Fig. 1: run 1, pin map
(4 px per um) Pins as bars across the die edge, other pins in grey.
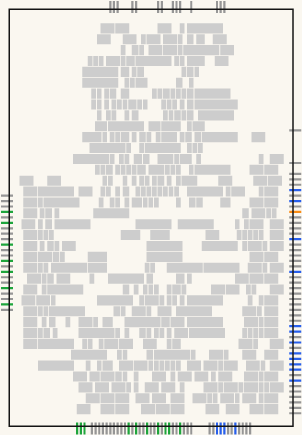
Fig. 2: run 1, placement density heat map
(4 px per um) 7 x 10 tiles, from black (low) to pale yellow (high), 0 to 100% covered.
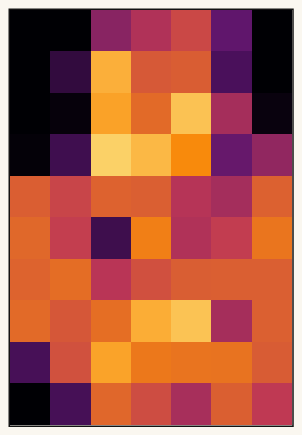
Fig. 3: run 1, metal layers overlaid
(3 px per um)
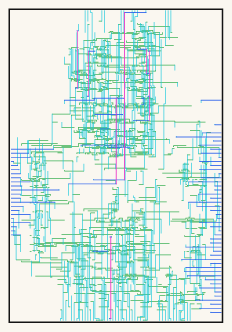
Fig. 4: run 1, placement by cell class
(3 px per um)
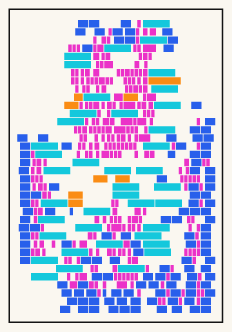
### src/rtl/fb_read_arbiter_if.sv
// Frame-buffer read-port bundle: display requester, engine requester and the
// single read port of the frame buffer. The arbiter sits on the slave side.
interface fb_read_arbiter_if #(
  parameter int DATA_W = 16
);
  logic              disp_req;
  logic [16:0]       disp_addr;
  logic [DATA_W-1:0] disp_rdata;
  logic              disp_rvalid;
  logic              disp_err;

  logic              eng_valid;
  logic [16:0]       eng_addr;
  logic              eng_ready;
  logic [DATA_W-1:0] eng_rdata;
  logic              eng_rvalid;
  logic              eng_err;
  logic              eng_clr_stats;
  logic [15:0]       wait_cnt;

  logic              mem_en;
  logic [16:0]       mem_addr;
  logic [DATA_W-1:0] mem_rdata;

  modport slave (
    input  disp_req, disp_addr, eng_valid, eng_addr, eng_clr_stats, mem_rdata,
    output disp_rdata, disp_rvalid, disp_err,
    output eng_ready, eng_rdata, eng_rvalid, eng_err, wait_cnt,
    output mem_en, mem_addr
  );

  modport master (
    output disp_req, disp_addr, eng_valid, eng_addr, eng_clr_stats, mem_rdata,
    input  disp_rdata, disp_rvalid, disp_err,
    input  eng_ready, eng_rdata, eng_rvalid, eng_err, wait_cnt,
    input  mem_en, mem_addr
  );
endinterface

### src/rtl/fb_read_arbiter.sv
// Single-port frame-buffer read arbiter: display has absolute priority, the
// engine fills every free cycle, responses are routed back by a tag pipeline.
module fb_read_arbiter #(
  parameter int DATA_W   = 16,
  parameter int FB_WORDS = 76800,
  parameter int RD_LAT   = 1
) (
  input  logic              clk,
  input  logic              reset,
  fb_read_arbiter_if.slave  bus
);

  typedef struct packed {
    logic valid;
    logic owner;  // 0 = display, 1 = engine
    logic oor;
  } tag_t;

  localparam logic        OWNER_DISP = 1'b0;
  localparam logic        OWNER_ENG  = 1'b1;
  localparam logic [16:0] ADDR_LIMIT = 17'(FB_WORDS);

  logic        mem_en_q,   mem_en_d;
  logic [16:0] mem_addr_q, mem_addr_d;
  logic [15:0] wait_cnt_q, wait_cnt_d;
  tag_t        tag_q [RD_LAT+1];
  tag_t        tag_d [RD_LAT+1];

  logic        issue_valid;
  logic        issue_oor;
  logic [16:0] issue_addr;
  tag_t        ret;
  logic [DATA_W-1:0] ret_data;

  always_comb begin
    issue_valid = bus.disp_req | bus.eng_valid;
    issue_addr  = bus.disp_req ? bus.disp_addr : bus.eng_addr;
    issue_oor   = issue_addr >= ADDR_LIMIT;

    // Out-of-range requests still occupy a slot so they return err at normal latency.
    mem_en_d   = issue_valid && !issue_oor;
    mem_addr_d = issue_valid ? issue_addr : mem_addr_q;

    tag_d[0] = '{valid: issue_valid,
                 owner: bus.disp_req ? OWNER_DISP : OWNER_ENG,
                 oor:   issue_valid && issue_oor};
    for (int i = 1; i <= RD_LAT; i++) begin
      tag_d[i] = tag_q[i-1];
    end

    wait_cnt_d = wait_cnt_q;
    if (bus.eng_clr_stats) begin
      wait_cnt_d = '0;
    end else if (bus.eng_valid && bus.disp_req && wait_cnt_q != 16'hFFFF) begin
      wait_cnt_d = wait_cnt_q + 16'd1;
    end
  end

  // NOTE: sequential state uses non-blocking assignments only; the tag pipeline
  // is reset so in-flight reads are dropped, while read data needs no reset.
  always_ff @(posedge clk or posedge reset) begin
    if (reset) begin
      mem_en_q   <= 1'b0;
      mem_addr_q <= '0;
      wait_cnt_q <= '0;
      for (int i = 0; i <= RD_LAT; i++) begin
        tag_q[i] <= '0;
      end
    end else begin
      mem_en_q   <= mem_en_d;
      mem_addr_q <= mem_addr_d;
      wait_cnt_q <= wait_cnt_d;
      tag_q      <= tag_d;
    end
  end

  assign ret      = tag_q[RD_LAT];
  assign ret_data = ret.oor ? '0 : bus.mem_rdata;

  assign bus.eng_ready   = bus.eng_valid && !bus.disp_req;
  assign bus.mem_en      = mem_en_q;
  assign bus.mem_addr    = mem_addr_q;
  assign bus.wait_cnt    = wait_cnt_q;

  assign bus.disp_rvalid = ret.valid && (ret.owner == OWNER_DISP);
  assign bus.disp_err    = bus.disp_rvalid && ret.oor;
  assign bus.disp_rdata  = ret_data;
  assign bus.eng_rvalid  = ret.valid && (ret.owner == OWNER_ENG);
  assign bus.eng_err     = bus.eng_rvalid && ret.oor;
  assign bus.eng_rdata   = ret_data;

endmodule

### src/flat_wrapper.sv
// flat-port wrapper written by rule: the top's interface ports become plain ports
module fb_read_arbiter_flat 
#(
  parameter int DATA_W   = 16,
  parameter int FB_WORDS = 76800,
  parameter int RD_LAT   = 1
)
  (clk, reset, bus_disp_req, bus_disp_addr, bus_eng_valid, bus_eng_addr, bus_eng_clr_stats, bus_mem_rdata, bus_disp_rdata, bus_disp_rvalid, bus_disp_err, bus_eng_ready, bus_eng_rdata, bus_eng_rvalid, bus_eng_err, bus_wait_cnt, bus_mem_en, bus_mem_addr);
  fb_read_arbiter_if #(.DATA_W(DATA_W)) bus_i ();
  input  logic clk;
  input  logic reset;
  input wire logic [$bits(bus_i.disp_req)-1:0] bus_disp_req;
  input wire logic [$bits(bus_i.disp_addr)-1:0] bus_disp_addr;
  input wire logic [$bits(bus_i.eng_valid)-1:0] bus_eng_valid;
  input wire logic [$bits(bus_i.eng_addr)-1:0] bus_eng_addr;
  input wire logic [$bits(bus_i.eng_clr_stats)-1:0] bus_eng_clr_stats;
  input wire logic [$bits(bus_i.mem_rdata)-1:0] bus_mem_rdata;
  output wire logic [$bits(bus_i.disp_rdata)-1:0] bus_disp_rdata;
  output wire logic [$bits(bus_i.disp_rvalid)-1:0] bus_disp_rvalid;
  output wire logic [$bits(bus_i.disp_err)-1:0] bus_disp_err;
  output wire logic [$bits(bus_i.eng_ready)-1:0] bus_eng_ready;
  output wire logic [$bits(bus_i.eng_rdata)-1:0] bus_eng_rdata;
  output wire logic [$bits(bus_i.eng_rvalid)-1:0] bus_eng_rvalid;
  output wire logic [$bits(bus_i.eng_err)-1:0] bus_eng_err;
  output wire logic [$bits(bus_i.wait_cnt)-1:0] bus_wait_cnt;
  output wire logic [$bits(bus_i.mem_en)-1:0] bus_mem_en;
  output wire logic [$bits(bus_i.mem_addr)-1:0] bus_mem_addr;
  assign bus_i.disp_req = bus_disp_req;
  assign bus_i.disp_addr = bus_disp_addr;
  assign bus_i.eng_valid = bus_eng_valid;
  assign bus_i.eng_addr = bus_eng_addr;
  assign bus_i.eng_clr_stats = bus_eng_clr_stats;
  assign bus_i.mem_rdata = bus_mem_rdata;
  assign bus_disp_rdata = bus_i.disp_rdata;
  assign bus_disp_rvalid = bus_i.disp_rvalid;
  assign bus_disp_err = bus_i.disp_err;
  assign bus_eng_ready = bus_i.eng_ready;
  assign bus_eng_rdata = bus_i.eng_rdata;
  assign bus_eng_rvalid = bus_i.eng_rvalid;
  assign bus_eng_err = bus_i.eng_err;
  assign bus_wait_cnt = bus_i.wait_cnt;
  assign bus_mem_en = bus_i.mem_en;
  assign bus_mem_addr = bus_i.mem_addr;
  fb_read_arbiter #(.DATA_W(DATA_W), .FB_WORDS(FB_WORDS), .RD_LAT(RD_LAT)) u_core (.clk(clk), .reset(reset), .bus(bus_i));
endmodule
### config.mk
export PLATFORM = sky130hd
export DESIGN_NAME = fb_read_arbiter_flat
export DESIGN_NICKNAME = d
export VERILOG_FILES = /design/src/rtl/fb_read_arbiter_if.sv /design/src/rtl/fb_read_arbiter.sv /design/src/flat_wrapper.sv
export SDC_FILE = /design/constraint.sdc
export NUM_CORES = 1
export LEC_CHECK = 0
export ABC_AREA = 1
export CORE_ASPECT_RATIO = 1.5
export CORE_MARGIN = 2
export CORE_UTILIZATION = 35
export DETAILED_ROUTE_END_ITERATION = 10
export PLACE_DENSITY = 0.85
export RECOVER_POWER = 100
export SKIP_LAST_GASP = 1
export SYNTH_ARGS = -nofsm -noshare
export SYNTH_HDL_FRONTEND = slang
export SYNTH_SLANG_ARGS = --single-unit
### constraint.sdc
create_clock -name clk -period 2.9 [get_ports clk]
set_input_delay 0.29 -clock clk [delete_from_list [all_inputs] [get_ports clk]]
set_output_delay 0.29 -clock clk [all_outputs]
set_load 0.02 [all_outputs]
==> results.sh, run 1 <==
# source this file to load flow results
export IMPL_outcome="finished, final reports clean"
export IMPL_mappedNetlistArea_um2=2330
export IMPL_finalCriticalPeriod_ns=2.45
export IMPL_adder_share_pct=0.538
export IMPL_tap_cell_count=76
export IMPL_r2r_setup_slack_ns=1.04
export IMPL_syn_num_nets=387
export IMPL_comb_power_share_pct=25.7
export IMPL_insertion_delay_ns=0.29
export IMPL_simple_gate_share_pct=35.1
export IMPL_ff_count=40
export IMPL_wl_um=6240
export IMPL_area_growth_pct=56.5
export IMPL_n_all_inverters=43
export IMPL_required_ns=3.07
export IMPL_place_congestion=0.875
export IMPL_endpoint_kind="flop"
export IMPL_ys_flop_type="dfrtp_1"
export IMPL_die_w_um=70.6
export IMPL_clock_skew_ns=0.0102
export IMPL_grt_pass1_wl_um=10100
export IMPL_clock_path_buffers=2
export IMPL_fin_nets=497
export IMPL_fin_crit_sh_pct=84.4
export IMPL_ys_flops=40
export IMPL_numCtsBuffers=5
export IMPL_multiInputGateArea_um2=997
export IMPL_ctsResizeCount=0
export IMPL_swShare_pct=28.5
export IMPL_synthTopLogicFamily="simple AND/OR/NAND/NOR gates"
export IMPL_p_int_mw=1.05
export IMPL_cts_root_buffer="clkbuf_8"
export IMPL_num_multi_input_gates=223
export IMPL_ys_seq_share_pct=43.0
export IMPL_worst_ir_drop_vdd_mv=0.221
export IMPL_diodes=0
export IMPL_buf_share_pct=34.8
export IMPL_worst_pin_slew_ns=0.878
export IMPL_tool_warnings=26
Back to the opening pictures, Fig. 1:
Key: blue = bus_mem_rdata [pins 16, direction input, edge 12 east, 4 south]; orange = bus_eng_err [pins 1, direction output, edge east]; green = bus_eng_addr [pins 17, direction input, edge 10 south, 7 west]
port bufs: 125
Die Ht: 104 um

Back to the opening pictures, Fig. 2:
The fullest tile reaches 90%. The mean over all tiles is 48%. 13% of the tiles are nearly empty. 11% of the tiles are over 75% full. The emptiest ninth of the die: north-west.

Back to the opening pictures, Fig. 3:
Key: cyan = met2 [wire length 3340 um]; magenta = met4 [wire length 177 um]; green = met1 [wire length 2250 um]; blue = met3 [wire length 475 um]

Back to the opening pictures, Fig. 4:
Key: orange = clock drivers and dummy loads [cells 8, share of their area 3.4%]; magenta = all other logic [cells 266, share of their area 33%]; blue = other buffers and delay cells [cells 128, share of their area 36%]; cyan = flip-flops [cells 40, share of their area 28%]
final core utilization: 56.2%
# rows: 36
Seq/total area: 27.5%
final instance area: 3640 um^2
Core Footprint: 6490 um^2

run 1: routing by layer:
metal | GRT usage, % | wire length [um] | share of wire (%)
met4 | 8.09 | 176 | 2.8
met2 | 31.3 | 3340 | 53
met3 | 4.07 | 475 | 7.6
met1 | 17.1 | 2250 | 36
met5 | 0 | 0 | 0
run 1: critical path: stages:
cell,delay (ns)
dlygate4sd3_1,0.54
clkbuf_1,0.67
nand2_1,0.27
nor2_2,0.53
nor2_4,0.15
nand2_1,0.10
nand2_1,0.06
run 1: worst min path at each step:
stage	from	endpoint	slack, ns	cells past startpoint
final	u_core.tag_d[2]	u_core.ret[2]	0.35	0
after global routing	u_core.tag_d[0]	u_core.ret[0]	0.37	0
after CTS	u_core.tag_d[2]	u_core.ret[2]	0.35	0
after detailed placement	u_core.tag_d[2]	u_core.ret[2]	0.33	0
after global placement	u_core.tag_d[0]	u_core.ret[0]	0.33	0
after floorplan	u_core.tag_d[0]	u_core.ret[0]	0.33	0
run 1: state kept, by name, indices dropped and copies added (netlist names):
signal,count
u_core.bus.wait_cnt,16
u_core.bus.mem_addr,17
u_core.bus.mem_en,1
u_core.tag_d,3
u_core.ret,3
run 1: cell families (layout without fill, tap and decap cells):
kind of cell,Yosys count,after routing
adder cells (fa/ha/maj),1,1
buffers and inverters,68,179
XOR/XNOR,4,4
flip-flops,40,40
multiplexers,1,1
AND-OR/OR-AND,21,21
AND/OR/NAND/NOR,196,196
run 1: stage by stage:
step / setup WS [ns] / instances / util, %
2_1_floorplan: 1.29 / 331 / -
3_3_place_gp: 0.778 / 510 / 54.4
3_5_place_dp: 0.784 / 510 / 54.4
4_1_cts: 0.668 / 518 / 56.3
5_1_grt: 0.330 / 518 / 56.2
6_report: 0.452 / 518 / 56.2
Fig. 5: run 1, clock wiring as the flow saved it
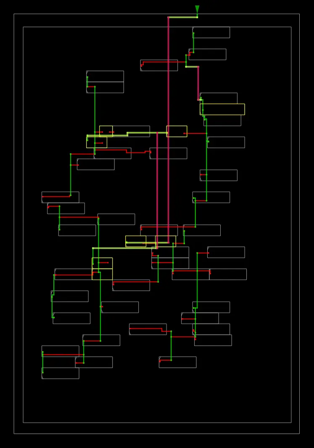

--- run 2 (diff from run 1) ---
- PLACE_DENSITY: 0.85 -> 0.88
- clock period: 2.9 -> 2.25 ns (I/O delays scaled with it)
Fig. 6: run 2, clock wiring as the flow saved it
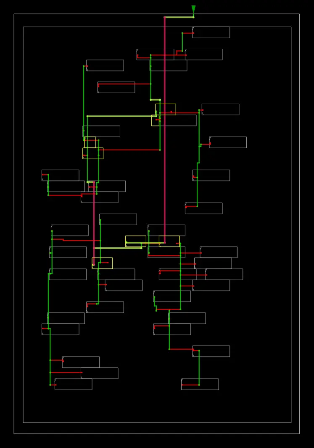
cts bufs inserted: 5
clk_skew: 0.00535 ns
Clk power: 0.458 mW

==> run 2 against run 1 <==
Compared with the run above: area after synthesis unchanged; critical path depth shrank 2; combinational power up 32%; routed wire length up 1.4%; sequential share of layout area grew 0.21 points.
==> results.sh, run 2 <==
# source this file to load flow results
export IMPL_cts_root_buffer="clkbuf_8"
export IMPL_core_area_um2=6490
export IMPL_ys_seq_share_pct=43.0
export IMPL_dp_slack_ns=0.414
export IMPL_synthTopLogicFamily="simple AND/OR/NAND/NOR gates"
export IMPL_gr_usage_met3_pct=4.17
export IMPL_ys_flops=40
export IMPL_clock_path_buffers=2
export IMPL_diodes=0
export IMPL_mappedNetlistArea_um2=2330
export IMPL_finalCriticalPeriod_ns=2.04
export IMPL_grt_busiest_layer="met2"
export IMPL_outcome="finished, final reports clean"
export IMPL_simple_gate_share_pct=35.1
export IMPL_adder_share_pct=0.538
export IMPL_worst_pin_slew_ns=0.992
export IMPL_use_met2_pct=33.3
export IMPL_insertion_delay_ns=0.29
export IMPL_required_ns=2.03
export IMPL_ctsResizeCount=0
export IMPL_io_buffers=125
export IMPL_fin_crit_sh_pct=90.6
export IMPL_fin_nets=501
export IMPL_worst_ir_drop_vdd_mv=0.339
export IMPL_grt_pass1_wl_um=10600
export IMPL_tool_warnings=26
==> run 2: cell types whose count changed in the layout (fill, tap and decap cells not counted), sizes merged <==
cell      delta
buf          +3
bufinv       -1
clkinvlp     +1
==> run 2: worst paths after layout <==
path / depth (start not counted) / to / slack (ns) / start
min: 0 / u_core.ret[0] / 0.35 / u_core.tag_d[0]
min in group asynchronous: 3 / u_core.bus.wait_cnt[9] / 0.68 / reset
max: 5 / bus_eng_ready / 0.21 / bus_disp_req
max in group asynchronous: 3 / u_core.bus.mem_addr[4] / 0.96 / reset
min reg2reg: 0 / u_core.ret[0] / 0.35 / u_core.tag_d[0]
max reg2reg: 9 / u_core.bus.wait_cnt[12] / 0.33 / u_core.bus.wait_cnt[1]
==> run 2: cell type report <==
cell class / instances / area [um^2]
flip-flops and latches: 40 / 1000
repair buffers: 132 / 1290
multi-input cells: 223 / 982
clock buffers: 5 / 68.8
well taps: 76 / 95.1
clock inverters: 2 / 12.5
inverters: 43 / 161
fillers: 590 / 2870
==> run 2: report_power, final <==
part           switching [mW]  total [mW]  internal [mW]
registers              0.0233       0.782          0.759
clock network           0.248       0.458          0.210
logic                   0.260       0.498          0.238
==> run 2: metal layers <==
metal / vias up / share of wire (%) / wire [um]
met5: - / 0 / 0
met4: 0 / 3.8 / 240
met3: 23 / 7.6 / 481
met2: 113 / 54 / 3440
met1: 1129 / 34 / 2160
li1: 1221 / - / -
==> run 2: metrics by stage <==
step                      cells  power (mW)  cell area [um^2]
final                       521        1.74              3610
after global routing        521        1.82              3610
after CTS                   521        1.80              3640
after detailed placement    514        1.34              3560
after global placement      514        1.33              3560
after floorplan             331        1.06              2330
==> run 2: worst max-delay path, cell delays in order <==
cell,delay [ns]
dlygate4sd3_1,0.57
inv_1,0.18
nand2_1,0.08
inv_1,0.08
dlygate4sd3_1,0.67
Fig. 7: run 2, placement by cell class
(3 px per um)
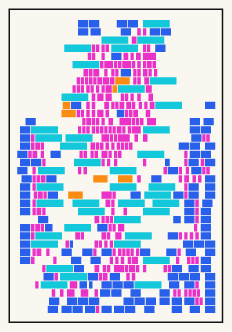

--- run 3 (diff from run 2) ---
- SETUP_SLACK_MARGIN: default -> 0.2
Fig. 8: run 3, placement by cell class
(3 px per um)
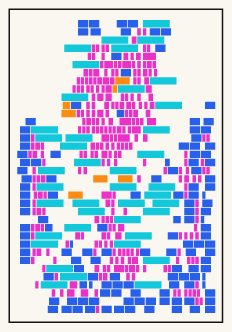
Key: blue = other buffers and delay cells [cells 132, share of their area 36%]; orange = clock drivers and dummy loads [cells 7, share of their area 2.3%]; magenta = all other logic [cells 266, share of their area 33%]; cyan = flip-flops [cells 40, share of their area 29%]
final instance area: 3590 um^2
final core utilization: 55.3%
Seq/total area: 27.9%

==> run 3 against run 2 <==
Compared with the run above: cell count unchanged; first-iteration DRC count shrank 1.4%; synthesized cell count did not move; clock power is essentially flat; clock-buffer cell count stayed put; sequential power about the same; combinational power decreased by 1%; core utilization is 0.39 points lower; total power decreased by 0.28%; routed wire length rose by 0.21%; hold slack hardly changed.
==> results.sh, run 3 <==
# source this file to load flow results
export IMPL_wl_met3_um=492
export IMPL_crit_slowest_cell="dlygate4sd3_1"
export IMPL_worst_pin_slew_ns=0.992
export IMPL_cpPeakStageDelay_ns=0.67
export IMPL_io_buffers=125
export IMPL_power_mw=1.73
export IMPL_multiInputGateArea_um2=982
export IMPL_ys_flops=40
export IMPL_adder_share_pct=0.538
export IMPL_finalCriticalPeriod_ns=2.04
export IMPL_clock_skew_ns=0.00543
export IMPL_fin_crit_sh_pct=90.6
export IMPL_fin_nets=501
export IMPL_worst_ir_drop_vdd_mv=0.338
export IMPL_grt_pass1_wl_um=10600
export IMPL_core_area_um2=6490
export IMPL_cts_root_buffer="clkbuf_8"
export IMPL_simple_gate_share_pct=35.1
export IMPL_numCtsBuffers=5
export IMPL_insertion_delay_ns=0.29
export IMPL_highest_layer="met4"
export IMPL_diodes=0
export IMPL_synthTopLogicFamily="simple AND/OR/NAND/NOR gates"
export IMPL_wl_met1_um=2170
export IMPL_tool_warnings=26
export IMPL_gr_usage_met3_pct=4.17
export IMPL_mappedNetlistArea_um2=2330
export IMPL_ys_seq_share_pct=43.0
export IMPL_nFillCells=597
export IMPL_required_ns=2.03
export IMPL_clock_path_buffers=2
export IMPL_regArea_um2=1000
export IMPL_outcome="finished, final reports clean"
run 3: cells by family after synthesis:
logic type	after synthesis
xor+xnor	4
buf+inv	68
flops	40
fa+ha+maj	1
mux	1
simple gates	196
compound gates	21
run 3: cell type report:
class                           count  area share, %
Clock buffer                        5           1.92
Multi-Input combinational cell    223           27.4
Tap cell                           76           2.65
Timing Repair Buffer              132           35.3
Inverter                           43           4.50
Sequential cell                    40           27.9
Clock inverter                      2          0.349
run 3: power breakdown:
| group | internal (mW) | leakage [nW] | switching, mW | total, mW |
|---|---|---|---|---|
| Sequential | 0.759 | 0.507 | 0.0233 | 0.782 |
| Combinational | 0.233 | 1.26 | 0.261 | 0.493 |
| Clock | 0.210 | 0.0400 | 0.248 | 0.458 |
| Total | 1.20 | 1.80 | 0.532 | 1.73 |
run 3: critical path: cells and delay by family:
family,cells,cell delay [ns]
buf+inv,4,1.50
simple gates,1,0.08
run 3: final timing paths:
kind | startpoint | endpoint | slack, ns | cells after the start
max | bus_disp_req | bus_eng_ready | 0.21 | 5
min in group asynchronous | reset | u_core.bus.wait_cnt[9] | 0.68 | 3
max in group asynchronous | reset | u_core.bus.mem_addr[4] | 0.95 | 3
min reg2reg | u_core.tag_d[0] | u_core.ret[0] | 0.35 | 0
max reg2reg | u_core.bus.wait_cnt[1] | u_core.bus.wait_cnt[12] | 0.33 | 9
min | u_core.tag_d[0] | u_core.ret[0] | 0.35 | 0
run 3: per-stage QoR:
step	cells	area, um^2	util, %
4_1_cts	521	3640	56.2
3_5_place_dp	514	3560	54.9
2_1_floorplan	331	2330	-
5_1_grt	521	3590	55.3
3_3_place_gp	514	3560	54.9
6_report	521	3590	55.3
run 3: repair_timing:
action,CTS,global route
buffers inserted,0,0
gates resized,0,4
setup endpoints to repair,0,5
Power and IR drop assume default switching activity.
